### Routing congestion

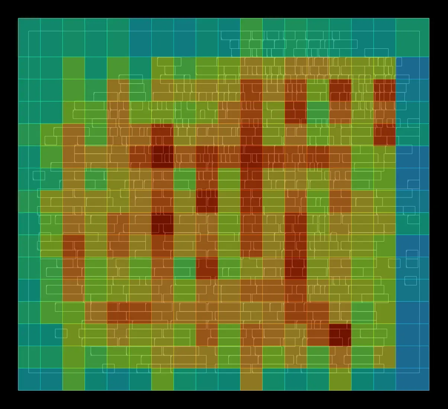
### M2 wires

Cells faint in the background.
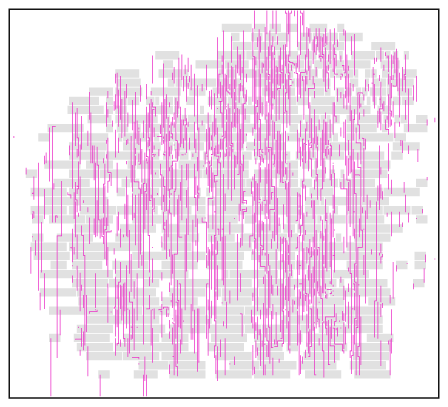
<file path="src/rtl/variable_delay_line.sv">
// Runtime-programmable delay line: circular buffer with a trailing read tap.
// Ports: i_CLK, i_RST_N, i_ENABLE, i_DELAY, i_VALID, i_DATA -> o_VALID, o_DATA, o_SETTLED, o_DELAY.
module variable_delay_line #(
  parameter int W_DATA    = 8,
  parameter int MAX_DELAY = 16,
  parameter int W_DLY     = 5
) (
  input  logic              i_CLK,
  input  logic              i_RST_N,
  input  logic              i_ENABLE,
  input  logic [W_DLY-1:0]  i_DELAY,
  input  logic              i_VALID,
  input  logic [W_DATA-1:0] i_DATA,
  output logic              o_VALID,
  output logic [W_DATA-1:0] o_DATA,
  output logic              o_SETTLED,
  output logic [W_DLY-1:0]  o_DELAY
);

  localparam int W_PTR = (MAX_DELAY > 1) ? $clog2(MAX_DELAY) : 1;
  localparam logic [W_DLY-1:0] L_MAX = W_DLY'(MAX_DELAY);
  localparam logic [W_PTR-1:0] L_TOP = W_PTR'(MAX_DELAY - 1);

  logic [W_DATA-1:0] r_mem [MAX_DELAY];
  logic [MAX_DELAY-1:0] r_vmem;
  logic [W_PTR-1:0]  r_wp;
  logic [W_DLY-1:0]  r_dly;
  logic [W_DLY-1:0]  r_cnt;
  logic              r_settled;
  logic [W_DATA-1:0] r_data;
  logic              r_valid;

  logic [W_DLY-1:0]  w_eff;
  logic              w_chg;
  logic [W_PTR-1:0]  w_back;
  logic [W_PTR-1:0]  w_rd;
  logic [W_DATA-1:0] w_tap_data;
  logic              w_tap_vld;
  logic [W_DLY-1:0]  w_cnt_nxt;
  logic              w_settled_nxt;

  always_comb begin
    w_eff = i_DELAY;
    if (i_DELAY == '0)
      w_eff = W_DLY'(1);
    else if (i_DELAY > L_MAX)
      w_eff = L_MAX;
  end

  assign w_chg = (w_eff != r_dly);

  // Tap trails the write pointer by D-1 entries; the sample written
  // D-1 edges ago is read on this edge, giving D register stages total.
  assign w_back = W_PTR'(r_dly - W_DLY'(1));
  assign w_rd   = (r_wp >= w_back) ? (r_wp - w_back)
                : W_PTR'(r_wp + W_PTR'(MAX_DELAY) - w_back);

  // D=1 bypasses the buffer and is just the output register.
  always_comb begin
    w_tap_data = r_mem[w_rd];
    w_tap_vld  = r_vmem[w_rd];
    if (r_dly == W_DLY'(1)) begin
      w_tap_data = i_DATA;
      w_tap_vld  = i_VALID;
    end
  end

  always_comb begin
    w_cnt_nxt     = r_cnt;
    w_settled_nxt = r_settled;
    if (w_chg) begin
      w_cnt_nxt     = w_eff;
      w_settled_nxt = 1'b0;
    end else if (r_cnt != '0) begin
      w_cnt_nxt     = r_cnt - W_DLY'(1);
      w_settled_nxt = (r_cnt == W_DLY'(1));
    end
  end

  always_ff @(posedge i_CLK) begin
    if (i_ENABLE)
      r_mem[r_wp] <= i_DATA;
  end

  always_ff @(posedge i_CLK) begin
    if (!i_RST_N) begin
      r_wp      <= '0;
      r_vmem    <= '0;
      r_dly     <= W_DLY'(1);
      r_cnt     <= '0;
      r_settled <= 1'b1;
      r_data    <= '0;
      r_valid   <= 1'b0;
    end else if (i_ENABLE) begin
      r_wp         <= (r_wp == L_TOP) ? '0 : r_wp + W_PTR'(1);
      r_vmem[r_wp] <= i_VALID;
      r_dly        <= w_eff;
      r_cnt        <= w_cnt_nxt;
      r_settled    <= w_settled_nxt;
      r_data       <= w_tap_data;
      r_valid      <= w_tap_vld & w_settled_nxt;
    end
  end

  assign o_DATA    = r_data;
  assign o_VALID   = r_valid;
  assign o_SETTLED = r_settled;
  assign o_DELAY   = r_dly;

endmodule

</file>
<file path="config.mk">
export PLATFORM = sky130hd
export DESIGN_NAME = variable_delay_line
export DESIGN_NICKNAME = d
export VERILOG_FILES = /design/src/rtl/variable_delay_line.sv
export SDC_FILE = /design/constraint.sdc
export NUM_CORES = 1
export LEC_CHECK = 0
export CORE_ASPECT_RATIO = 0.9
export CORE_MARGIN = 3
export CORE_UTILIZATION = 54
export DETAILED_ROUTE_END_ITERATION = 16
export PLACE_DENSITY = 0.83
export SYNTH_ARGS = -nofsm -noshare
export SYNTH_HDL_FRONTEND = slang
export SYNTH_SLANG_ARGS = --single-unit
</file>
<file path="constraint.sdc">
create_clock -name i_CLK -period 2.75 [get_ports i_CLK]
set_clock_uncertainty 0.1 [all_clocks]
set_input_delay 0.4125 -clock i_CLK [delete_from_list [all_inputs] [get_ports i_CLK]]
set_output_delay 0.4125 -clock i_CLK [all_outputs]
set_load 0.05 [all_outputs]
</file>
==> flow_metrics.env <==
# source this file to load flow results
export IMPL_cp_data_arrival_time_ns=2.83
export IMPL_register_bit_count_reported_by_yosys=168
export IMPL_most_common_cell_in_the_synthesized_netlist="sky130_fd_sc_hd__edfxtp_1"
export IMPL_nets=549
export IMPL_critical_path_buf_inv_count=3
export IMPL_distinct_cells_synth=51
export IMPL_comb_area_um2=2416
export IMPL_max_slew_margin=0.5281
export IMPL_drt_total_wl_mm=14.81
export IMPL_tightestPinTransition_ns=0.7057
export IMPL_fmax_mhz=380.9
export IMPL_io_buffer_count=31
export IMPL_viasPerCell=6.112
export IMPL_hold_violations=0
export IMPL_cts_clk_slew_worst_paths_ns=0.06
export IMPL_synth_seq_share=0.6457
export IMPL_timing_critical_path_slowest_cell_delay_ns=0.51
export IMPL_crit_path_leading_delay_family="adder cells"
export IMPL_worstReg2RegStart="r_wp[1]"
export IMPL_fp_dieH_um=115.5
export IMPL_timing_rr_end="o_VALID"
export IMPL_endpoint_type_of_the_worst_setup_path="register"
export IMPL_ff_type="sky130_fd_sc_hd__edfxtp_1"
export IMPL_die_w_um=127.7
export IMPL_syn_nets=491
export IMPL_antenna_left=0
export IMPL_layout_area_seq_um2=4658
export IMPL_synth_area_per_cell_um2=15.57
export IMPL_post_cts_buffers=0
export IMPL_setup_worst_path_start_class="register"
export IMPL_top_area_cell="sky130_fd_sc_hd__edfxtp_1"
export IMPL_setup_repair_after_global_routing_missed_its_margin="false"
export IMPL_globalplace_congestion=0.8823
export IMPL_hold_path_endpoint="r_vmem[14]"
export IMPL_ff2ff_path_depth=11
export IMPL_layout_area_overhead_vs_synth_pct=17.86
export IMPL_coreArea_um2=12880
export IMPL_fin_setup_tns_ns=0
export IMPL_antenna_diode_count=0
export IMPL_boundaryPins=32
export IMPL_result_of_the_run="complete, no violations"
-- 'Routing congestion' (at the start) --
GR peak layer: met2
met3 track demand over resource in global routing: 0.05530
aggregate global-route resource usage: 0.2136
met1 usage in global routing: 0.2939
global-route met2 utilization: 0.3290

-- 'M2 wires' (at the start) --
nets with wire on the layer: 479
longest straight run: 47.9 um

## where the power goes
group / leakage, nW / internal, mW / switching, mW
Combinational: 1.06 / 0.336 / 0.410
Clock: 0.290 / 1.31 / 0.937
Sequential: 1.49 / 2.77 / 0.0297
## metrics by stage
| step | instances | power (mW) | util | instance area, um^2 | hold slack [ns] |
|---|---|---|---|---|---|
| 2_1_floorplan | 462 | 3.354 | - | 7206 | 0.3540 |
| 3_3_place_gp | 663 | 3.553 | 0.6082 | 7835 | 0.3632 |
| 3_5_place_dp | 663 | 3.573 | 0.6082 | 7835 | 0.3701 |
| 4_1_cts | 695 | 5.815 | 0.6533 | 8416 | 0.3899 |
| 5_1_grt | 697 | 5.989 | 0.6581 | 8478 | 0.4206 |
| 6_report | 697 | 5.797 | 0.6581 | 8478 | 0.3914 |
## state kept, by name, indices dropped and copies added (netlist names)
register	count
o_SETTLED	1
o_DELAY	5
r_cnt	5
o_DATA	8
r_vmem	16
o_VALID	1
r_wp	4
r_mem	128
## cell families (layout without fill, tap and decap cells)
logic type | Yosys count | in the layout | share of synthesized area
multiplexers | 62 | 62 | 0.1508
buffers and inverters | 39 | 110 | 0.02470
AND/OR/NAND/NOR | 97 | 97 | 0.06471
adder cells (fa/ha/maj) | 12 | 12 | 0.02192
AND-OR/OR-AND | 78 | 78 | 0.08019
XOR/XNOR | 6 | 6 | 0.01200
flip-flops | 168 | 168 | 0.6457
## layout make-up
type                       count  share of cell area
timing repair buffer          65             0.06818
inverter                      13            0.006051
multi-input combinational    255              0.2850
clock inverter                 9            0.007084
clock buffer                  23             0.06006
tap                          164             0.02420
sequential                   168              0.5494
## per-layer routing
layer	vias up	global-route usage	routed length, um
met2	179	0.3290	7206
met1	2139	0.2939	6256
li1	1912	-	-
met5	-	0	0
met3	30	0.05530	1056
met4	0	0.09194	291
Power figures rest on the tool's default switching activity, not on a simulated workload.
